<file path="config.mk">
export PLATFORM = sky130hd
export DESIGN_NAME = serial_adder_fsm
export DESIGN_NICKNAME = d
export VERILOG_FILES = /design/src/rtl/serial_adder_pkg.sv /design/src/rtl/serial_adder_fsm_full_adder.sv /design/src/rtl/serial_adder_fsm.sv
export SDC_FILE = /design/constraint.sdc
export NUM_CORES = 1
export LEC_CHECK = 0
export CORE_UTILIZATION = 51
export CTS_CLUSTER_SIZE = 24
export DETAILED_ROUTE_END_ITERATION = 12
export GPL_TIMING_DRIVEN = 1
export PLACE_DENSITY = 0.79
export SLEW_MARGIN = 5
export SYNTH_ARGS = -nofsm -noshare
export SYNTH_HDL_FRONTEND = slang
export SYNTH_HIERARCHICAL = 1
export SYNTH_SLANG_ARGS = --single-unit
</file>
<file path="constraint.sdc">
create_clock -name clk -period 1.7 [get_ports clk]
set_clock_uncertainty 0.05 [all_clocks]
set_input_delay 0.34 -clock clk [delete_from_list [all_inputs] [get_ports clk]]
set_output_delay 0.34 -clock clk [all_outputs]
set_load 0.03 [all_outputs]
</file>
<file path="src/rtl/serial_adder_pkg.sv">
// Shared constants for the bit-serial adder.
// State encoding and default operand width.
package serial_adder_pkg;

  localparam int DEF_WIDTH = 8;

  localparam logic [1:0] ST_IDLE = 2'd0;
  localparam logic [1:0] ST_RUN  = 2'd1;
  localparam logic [1:0] ST_DONE = 2'd2;

  typedef enum logic [1:0] {
    S_IDLE = ST_IDLE,
    S_RUN  = ST_RUN,
    S_DONE = ST_DONE
  } state_t;

endpackage

</file>
<file path="src/rtl/serial_adder_fsm_full_adder.sv">
// One-bit full adder cell used by the serial adder.
// Pure dataflow, no state.
module full_adder (
  input  logic A,
  input  logic B,
  input  logic Cin,
  output logic Sum,
  output logic Cout
);

  assign Sum  = A ^ B ^ Cin;
  assign Cout = (A & B) | (Cin & (A ^ B));

endmodule

</file>
<file path="src/rtl/serial_adder_fsm.sv">
// Bit-serial adder, LSB first, start/busy/done handshake.
// Optional SERIAL_ADDER_OVF_EN adds a registered signed-overflow port Ovf.
module serial_adder_fsm
  import serial_adder_pkg::*;
#(
  parameter int WIDTH = DEF_WIDTH
) (
  input  logic             clk,
  input  logic             rst_n,
  input  logic             start,
  input  logic [WIDTH-1:0] A,
  input  logic [WIDTH-1:0] B,
  input  logic             Cin,
  output logic [WIDTH-1:0] Sum,
  output logic             Cout,
`ifdef SERIAL_ADDER_OVF_EN
  output logic             Ovf,
`endif
  output logic             busy,
  output logic             done
);

  localparam int CW = $clog2(WIDTH);
  localparam logic [CW-1:0] LAST = CW'(WIDTH - 1);

  state_t           state;
  logic [WIDTH-1:0] a_sh;
  logic [WIDTH-1:0] b_sh;
  logic [WIDTH-2:0] sum_sh;
  logic             carry;
  logic [CW-1:0]    cnt;

  logic             s_bit;
  logic             c_bit;
  logic [WIDTH-1:0] sum_nxt;

  full_adder u_fa (
    .A    (a_sh[0]),
    .B    (b_sh[0]),
    .Cin  (carry),
    .Sum  (s_bit),
    .Cout (c_bit)
  );

  // New bit enters at the MSB; after WIDTH steps the LSB lands at bit 0.
  assign sum_nxt = {s_bit, sum_sh};

  always_ff @(posedge clk) begin
    if (!rst_n) begin
      state  <= S_IDLE;
      a_sh   <= '0;
      b_sh   <= '0;
      sum_sh <= '0;
      carry  <= 1'b0;
      cnt    <= '0;
      Sum    <= '0;
      Cout   <= 1'b0;
`ifdef SERIAL_ADDER_OVF_EN
      Ovf    <= 1'b0;
`endif
      busy   <= 1'b0;
      done   <= 1'b0;
    end else begin
      unique case (state)
        S_IDLE: begin
          if (start) begin
            a_sh   <= A;
            b_sh   <= B;
            carry  <= Cin;
            sum_sh <= '0;
            cnt    <= '0;
            busy   <= 1'b1;
            state  <= S_RUN;
          end
        end
        S_RUN: begin
          a_sh   <= a_sh >> 1;
          b_sh   <= b_sh >> 1;
          sum_sh <= sum_nxt[WIDTH-1:1];
          carry  <= c_bit;
          if (cnt == LAST) begin
            Sum   <= sum_nxt;
            Cout  <= c_bit;
`ifdef SERIAL_ADDER_OVF_EN
            // carry still holds the carry into the MSB here
            Ovf   <= carry ^ c_bit;
`endif
            done  <= 1'b1;
            busy  <= 1'b0;
            state <= S_DONE;
          end else begin
            cnt <= cnt + 1'b1;
          end
        end
        S_DONE: begin
          done  <= 1'b0;
          state <= S_IDLE;
        end
        default: state <= S_IDLE;
      endcase
    end
  end

endmodule
</file>
### Cell area per tile, run 1

Scale bar: 20 um. 12 x 12 tiles, from dark blue (low) to red (high), 0 to 100% covered.
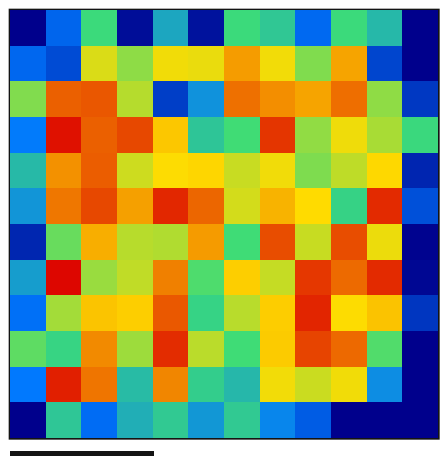
mean over tiles: 57%
densest ninth of the die: centre
tiles over 75% full: 34%
post-layout util: 67.1%
fp_density: 54.6%
CORE AREA: 3100 um2

### Cell sizes after repair, run 1

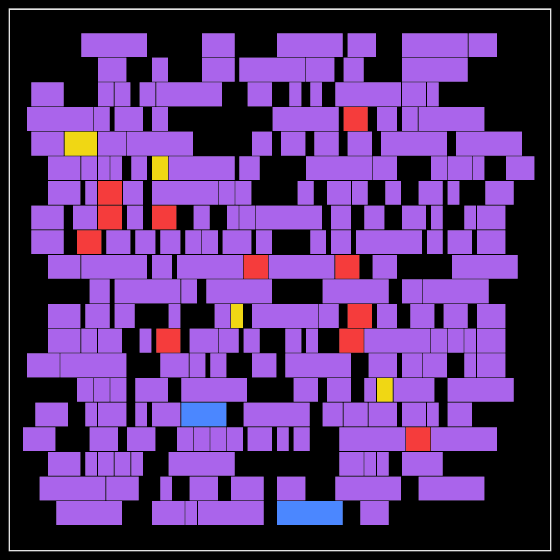
legend:
  yellow:
    size: x2
    cells: 4
    share: 1.8%
    most_used: clkinv_2
  red:
    size: x3 and x4
    cells: 11
    share: 5.0%
    most_used: buf_4
  purple:
    size: x1 and smaller
    cells: 202
    share: 92%
    most_used: dfxtp_1
  blue:
    size: x6 and larger
    cells: 2
    share: 0.91%
setup ws final: 0.149 ns
Area growth syn-to-layout: 23.0%
Design Area, Final: 2080 um2
Non-CTS buffers: 37

### Metal 2, run 1

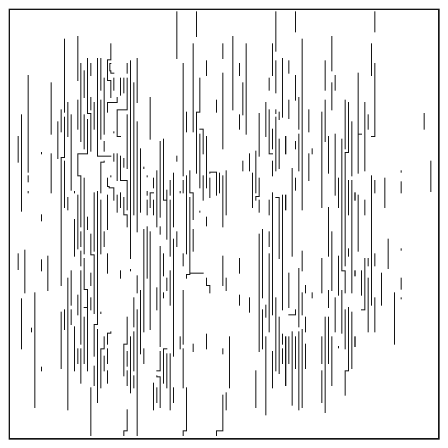
nets with wire on the layer: 202
wire length on this layer: 1820 um
longest straight run: 27.5 um
share of all routed wire: 50%
main direction: vertical
vias: 1517
wirelength, routed: 3670 um
M2 GR Usage: 40.9%

run 1: sequential cells by signal, indices dropped and copies added, names as in the netlist:
name    count
done        1
carry       1
a_sh        8
state       2
sum_sh      7
Cout        1
busy        1
Sum         8
b_sh        8
cnt         3
run 1: metrics by stage:
stage / power (mW) / cells / area (um2) / setup WS (ns)
after floorplan: 1.17 / 190 / 1690 / 0.283
after global placement: 1.25 / 255 / 2040 / 0.101
after detailed placement: 1.26 / 255 / 2040 / 0.0109
after CTS: 1.76 / 263 / 2080 / 0.142
after global routing: 1.83 / 263 / 2080 / 0.0454
final: 1.76 / 263 / 2080 / 0.149
run 1: logic make-up after synthesis:
family	count (synthesis)	synth area share, %
simple gates	52	15.2
compound gates	76	29.5
fa+ha+maj	3	2.66
buf+inv	19	5.32
flops	40	47.3
==> results.toml, run 1 <==
# implementation run metrics
[final_layout]
lay_top_count = "dfxtp_1"
lay_top_cells = "dfxtp_1 (40), clkdlybuf4s50_1 (19), a21oi_1 (15)"
final_nets = 241
comb_area_um2 = 803
comb_cells = 131
n_all_inverters = 3
drive_gt1_share_pct = 7.76
sh_comb_area_pct = 38.6
n_antenna_cell = 0
clk_share_pct = 2.94
flops = 40
n_clock_buffer = 6
dominant_cells = "multi-input combinational cells"
buffer_area_share_pct = 16.9
seq_area_share_pct = 38.4
fillerInstances = 273
seq_area_um2 = 801

[timing]
timing.final.crit_share_pct = 91.2
tightest_slew_ns = 0.499
setup_tns_ns = 0
grt_setup_unrepaired = "false"
slew-limit-headroom_pct = 66.7
post-route-min-period_ns = 1.55
max_freq_ghz = 0.645
hold_viol_final = 0
maxSlewViolCount = 0
whs_ns = 0.406
setup_viol = 0

[flow_run]
max_cap_violations = 0
warnings = 26

[clock_network]
numClockSinks = 40
clock-root-buffer = "clkbuf_4"
ctsHoldBuffers = 0
cts_tree = "done"
cts_resized = 11
post_cts_buffers = 0
cts_inserted_buffers = 5
h-tree-depth = 2
clock_latency_ns = 0.36
clock_path_buffers = 2
cts.clk_slew.worst_paths_ns = 0.12

[global_routing]
first_global_vias = 1403
use_met3_pct = 5.24
grt_max_degree = 41
grt_first_pass_wirelength_um = 6090
busiest_layer = "met2"
grt-ovfl-total = 0
track_usage_pct = 23.1
met1_usage_pct = 26.6
grt_antenna_before_repair = 0

[detailed_routing]
maxUsedRoutingLayer = "met4"
drt_iter0_drc = 61
wl_met1_um = 1620
drc_errors = 0
wl_met2_um = 1820
dr_wl_met3_um = 163
firstDrtPassIters = 4
wire_per_inst_um = 14.0
ant_nets = 0
viasPerCell = 5.77

[floorplan]
die-height_um = 59.6
die_w_um = 59.6
dieArea_um2 = 3560
std_cell_rows = 20
ios = 31
taps = 44

[synth]
yosys_area_um2 = 1690
yosys_warnings = 6
syn_area_um2 = 1690
async_flop_share_pct = 0
ys_types = 30
synth_top_area_share_pct = 47.3
syn_inst = 190
common_cells = "dfxtp_1 (40), a21oi_1 (15), a21boi_1 (13), nand2_1 (13), nor2_1 (12)"
synthFlopType = "dfxtp_1"
synthesis.nets = 213
synth.area.top_cells = "dfxtp_1 (47%), a21boi_1 (5.8%), o2bb2ai_1 (5.7%)"
ys.flops = 40
ys_cells = 190
synth.largest_area_cell = "dfxtp_1"
avgSynthCellArea_um2 = 8.92
top_cell = "dfxtp_1"
synth-edff-count = 0
ys_seq_share_pct = 47.3

[power_and_ir_drop]
p_seq_mw = 1.02
p_sw_share_pct = 26.3
seqPwrFrac_pct = 57.7
power_leader = "sequential cells"
ir_drop_uv = 457
p_comb_share_pct = 12.9
switchingPower_mw = 0.463
intPower_mw = 1.30
clkPwrFrac_pct = 29.4
powerComb_mw = 0.226
powerClk_mw = 0.517
p_per_area_nw_per_um2 = 844
p_leak_nw = 0.790

[hold_path]
whs_path_depth = 2
hp-class = "reg -> reg"
worstHoldStart = "Sum[7]$_SDFFE_PN0P_"
holdPathEnd = "Sum[7]$_SDFFE_PN0P_"

[worst_setup_path]
r2r_end = "Cout$_SDFFE_PN0P_"
cp_common_cell = "ha_1"
cp.arrival_ns = 1.76
reg2regPathDepth = 5
startpoint_type = "flop"
cp_num_cells = 5
critPathTopFamily = "simple AND/OR/NAND/NOR gates"
critPathRequiredTime_ns = 1.91
end_kind = "flop"
r2r_slack_ns = 0.15
cpMaxStageDelayCell = "dfxtp_1"
r2r-start = "cnt[0]$_SDFFE_PN0P_"
worst_path_largest_cell_delay_ns = 0.40
crit_chain = "ha_1, ha_1, nand3b_1, nand2_1, a21boi_1"
critPathLaunch = "cnt[0]$_SDFFE_PN0P_"
crit_type = "reg -> reg"
endpoint = "Cout$_SDFFE_PN0P_"
cp_max_fo = 9

[outcome]
status = "finished, final reports clean"

[placement]
dpl.hpwl_um = 2510
gp_congestion = 0.755
port-buffer-count = 30
==> inputs of run 2 (changes only) <==
Settings changed: CORE_UTILIZATION 51 to 46, PLACE_DENSITY 0.79 to 0.75.
Clock period 1.7 ns to 1.2 ns, I/O delays scaled along.
### Metal 2, run 2

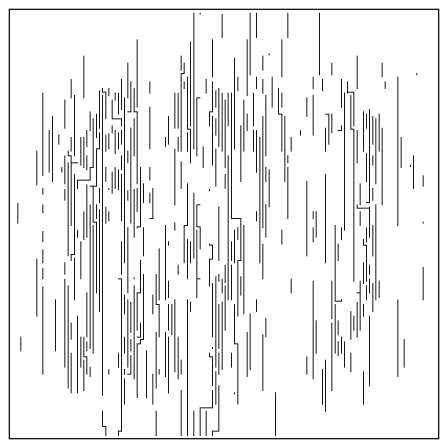
wire length on this layer: 1910 um
longest straight run: 43.9 um
share of all routed wire: 50%
main direction: vertical
nets with wire on the layer: 210
wirelength, routed: 3780 um
vias: 1520
M2 GR Usage: 35.5%

==> run 2 against run 1 <==
Effect of this change:
- the flow now finishes with violations (setup timing)
- sequential share of layout area is 2.4 points lower
- setup slack got worse by 0.17 ns
- critical path depth rose by 1
- worst hold slack improved by 0.0060 ns
- non-clock buffer count increased by 8
- highest routed layer unchanged
==> results.toml, run 2 <==
# implementation run metrics
[outcome]
status = "finished with violations"
failed_checks = "setup timing"

[power_and_ir_drop]
p_comb_share_pct = 13.2
clkPwrFrac_pct = 34.2
p_seq_mw = 1.44
p_per_area_nw_per_um2 = 1210
p_leak_nw = 0.822
p_sw_share_pct = 25.0
powerClk_mw = 0.935
intPower_mw = 2.05
switchingPower_mw = 0.684
seqPwrFrac_pct = 52.6
power.total_mw = 2.73
powerComb_mw = 0.361

[hold_path]
hp-class = "reg -> reg"
whs_path_depth = 2
worstHoldStart = "Sum[4]$_SDFFE_PN0P_"
holdPathEnd = "Sum[4]$_SDFFE_PN0P_"

[detailed_routing]
viasPerCell = 5.57
ant_nets = 0
drc_errors = 0
drt_iter0_drc = 74
firstDrtPassIters = 4
wire_per_inst_um = 13.8

[floorplan]
die-height_um = 62.7
std_cell_rows = 21
dieArea_um2 = 3930

[timing]
whs_ns = 0.412
post-route-min-period_ns = 1.22
setup_tns_ns = -0.0764
maxSlewViolCount = 0
layout_setup_ws_ns = -0.0235
grt_setup_unrepaired = "true"
slew-limit-headroom_pct = 81.7
timing.final.crit_share_pct = 102
tightest_slew_ns = 0.275
max_freq_ghz = 0.817
setup_viol = 4

[worst_setup_path]
r2r-start = "cnt[0]$_SDFFE_PN0P_"
end_kind = "flop"
cp_max_fo = 9
reg2regPathDepth = 6
startpoint_type = "flop"
critPathLaunch = "cnt[0]$_SDFFE_PN0P_"
r2r_slack_ns = -0.02
cp.arrival_ns = 1.40

[clock_network]
cts.clk_slew.worst_paths_ns = 0.08
post_cts_buffers = 0
clock_latency_ns = 0.29
clock-root-buffer = "clkbuf_8"
cts_tree = "done"
numClockSinks = 40
clock_path_buffers = 2
ctsHoldBuffers = 0
cts_inserted_buffers = 5

[final_layout]
reg_top3 = "Sum: 8 flops, a_sh: 8 flops, b_sh: 8 flops"
comb_area_um2 = 873
buffer_area_share_pct = 17.8
n_clock_buffer = 7
fin_area_um2 = 2250
clk_share_pct = 4.17
dominant_cells = "multi-input combinational cells"
fillerInstances = 299
comb_cells = 131
fin_util_pct = 65.4
sh_comb_area_pct = 38.8
seq_area_um2 = 812
final_cell_count_no_fill = 273
lay_top_cells = "dfxtp_1 (33), buf_4 (24), clkdlybuf4s50_1 (18)"
final_nets = 249
n_all_inverters = 3
n_antenna_cell = 0
area_growth_pct = 32.9
flops = 40
drive_gt1_share_pct = 22.9
lay_top_count = "dfxtp_1"

[global_routing]
first_global_vias = 1430
grt_antenna_before_repair = 0
grt_max_degree = 26
track_usage_pct = 20.3
grt_first_pass_wirelength_um = 6220
grt-ovfl-total = 0

[synth]
synth-edff-count = 0
ys_types = 30
async_flop_share_pct = 0
synthFlopType = "dfxtp_1"
yosys_warnings = 6
synth_xor_xnor_area_share_pct = 0
synth_top_area_share_pct = 47.3
ys_sh_mux_pct = 0
avgSynthCellArea_um2 = 8.92
top_cell = "dfxtp_1"
synth_simple_gate_area_share_pct = 15.2
syn_area_um2 = 1690
syn_inst = 190
synth.largest_area_cell = "dfxtp_1"
yosys_area_um2 = 1690
synthesis.nets = 213
ys_cells = 190

[placement]
dp_cells = 265
dp_slack_ns = -0.382
place_area_um2 = 2100
gp_congestion = 0.758

[flow_run]
warnings = 29
max_cap_violations = 0
### Cell area per tile, run 2

Scale bar: 20 um. 6 x 6 tiles, from dark blue (low) to red (high), 0 to 100% covered.
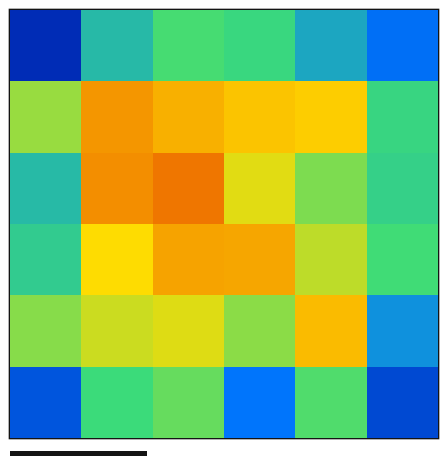
mean over tiles: 56%
fullest tile: 87%
densest ninth of the die: centre
tiles over 75% full: 25%
CORE AREA: 3440 um2
fp_density: 49.2%

-- run 2: cell count changes in the layout (fill, tap and decap cells not counted), moves of 5 or more --
cell           change
dfxtp_2            +6
dlygate4sd2_1     -10
buf_4             +18
clkbuf_8           +5
clkbuf_4           -5
dfxtp_1            -7
-- run 2: critical path, cell delays in order, from the launching register on --
cell and delay (ns):
dfxtp_2 0.34, ha_4 0.16, ha_4 0.18, nand3b_1 0.10
buf_6 0.13, nand2_1 0.06, a21boi_1 0.13
-- run 2: layer usage --
metal	GRT usage (%)	wire, um	vias up
met3	4.20	136	11
met5	0	0	-
li1	-	-	750
met1	22.2	1630	724
met2	35.5	1910	35
met4	12.5	103	0
-- run 2: repair_timing --
item,in CTS,in global routing
resized,7,12
setup endpoints to repair,37,34
pin swaps,7,1
==> inputs of run 3 (changes only) <==
Settings changed: CORE_MARGIN from default to 1.
### Routing congestion, run 3

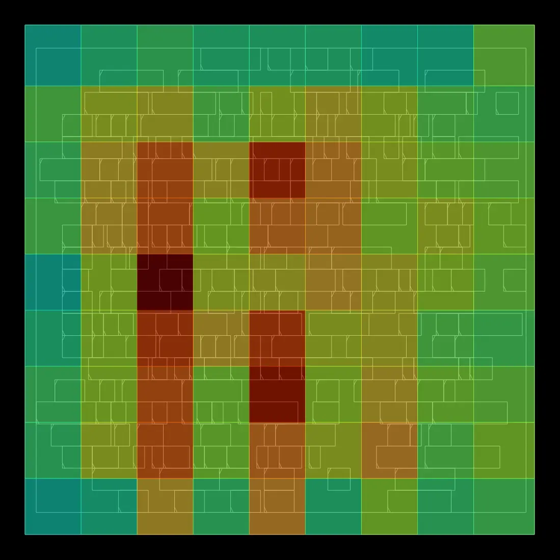
met1 Use GR: 22.2%
post-layout util: 65.4%
Top Usage Layer GRT: met2

==> run 3 against run 2 <==
Effect of this change:
- the run still ends with setup timing left
- sequential cell count did not move
- first-iteration DRC count did not move
- critical path depth did not move
- cell count did not move
- sequential power barely moved
- combinational power barely moved
- via count did not move
- power did not move
- clock-buffer cell count did not move
- routed wire length did not move
- design area did not move
- critical path type unchanged
- largest cell class unchanged
==> results.toml, run 3 <==
# implementation run metrics
[outcome]
status = "finished with violations"
failed_checks = "setup timing"

[power_and_ir_drop]
p_per_area_nw_per_um2 = 1210
switchingPower_mw = 0.684
intPower_mw = 2.05
clkPwrFrac_pct = 34.2
seqPwrFrac_pct = 52.6
p_leak_nw = 0.822
p_comb_share_pct = 13.2
p_seq_mw = 1.44
powerClk_mw = 0.935
p_sw_share_pct = 25.0

[final_layout]
drive_gt1_share_pct = 22.9
n_all_inverters = 3
comb_cells = 131
buffer_area_share_pct = 17.8
fin_area_um2 = 2250
flops = 40
area_growth_pct = 32.9
dominant_cells = "multi-input combinational cells"
final_nets = 249
n_antenna_cell = 0
lay_top_count = "dfxtp_1"
seq_area_um2 = 812
clk_share_pct = 4.17
sh_comb_area_pct = 38.8
final_cell_count_no_fill = 273
comb_area_um2 = 873
lay_top_cells = "dfxtp_1 (33), buf_4 (24), clkdlybuf4s50_1 (18)"

[detailed_routing]
drc_errors = 0
wire_per_inst_um = 13.8
firstDrtPassIters = 4
ant_nets = 0
dr_wl_met3_um = 136
drt_iter0_drc = 74
routed_wl_um = 3780

[clock_network]
clock_latency_ns = 0.29
ctsHoldBuffers = 0
cts.clk_slew.worst_paths_ns = 0.08
post_cts_buffers = 0
cts_tree = "done"
clock-root-buffer = "clkbuf_8"
clock_path_buffers = 2

[synth]
ys_cells = 190
yosys_warnings = 6
ys_sh_mux_pct = 0
top_cell = "dfxtp_1"
synth_top_area_share_pct = 47.3
syn_inst = 190
yosys_area_um2 = 1690
avgSynthCellArea_um2 = 8.92
async_flop_share_pct = 0
ys_types = 30
synthesis.nets = 213
syn_area_um2 = 1690
synth.largest_area_cell = "dfxtp_1"
synth_simple_gate_area_share_pct = 15.2
synthFlopType = "dfxtp_1"

[timing]
tightest_slew_ns = 0.275
whs_ns = 0.412
setup_viol = 4
grt_setup_unrepaired = "true"
layout_setup_ws_ns = -0.0235
post-route-min-period_ns = 1.22
setup_tns_ns = -0.0764
slew-limit-headroom_pct = 81.7

[hold_path]
hp-class = "reg -> reg"

[floorplan]
std_cell_rows = 21
die-height_um = 62.7
initial_core_util_pct = 49.2
core_area_um2 = 3440

[worst_setup_path]
end_kind = "flop"
cp.arrival_ns = 1.40
cpMaxStageDelayCell = "dfxtp_2"
worst_path_largest_cell_delay_ns = 0.34
cp_max_fo = 9
crit_chain = "ha_4, ha_4, nand3b_1, buf_6, nand2_1, a21boi_1"

[flow_run]
warnings = 29
max_cap_violations = 0

[global_routing]
grt_antenna_before_repair = 0
grt_first_pass_wirelength_um = 6220
first_global_vias = 1430

[placement]
dp_slack_ns = -0.382
### M1 wires, run 3

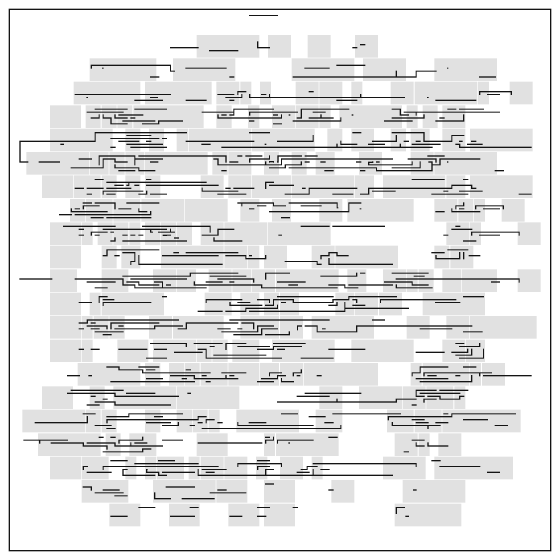
longest straight run: 24.4 um
main direction: horizontal
nets with wire on the layer: 220
wire length on this layer: 1630 um
share of all routed wire: 43%

## run 3: worst max-delay path: cells and delay by family, from the launching register on
family / cells / cell delay (ns)
DFF: 1 / 0.34
and+or+nand+nor: 2 / 0.16
AOI/OAI and AO/OA: 1 / 0.13
buffers and inverters: 1 / 0.13
adders and majority gates: 2 / 0.34
## run 3: worst paths after layout
kind | start | endpoint | cells after the start | slack, ns
setup / recovery | cnt[0]$_SDFFE_PN0P_ | Sum[5]$_SDFFE_PN0P_ | 6 | -0.02
hold / removal | Sum[4]$_SDFFE_PN0P_ | Sum[4]$_SDFFE_PN0P_ | 2 | 0.41
setup reg to reg | cnt[0]$_SDFFE_PN0P_ | Sum[5]$_SDFFE_PN0P_ | 6 | -0.02
hold reg to reg | Sum[4]$_SDFFE_PN0P_ | Sum[4]$_SDFFE_PN0P_ | 2 | 0.41
Power and IR drop assume default switching activity.
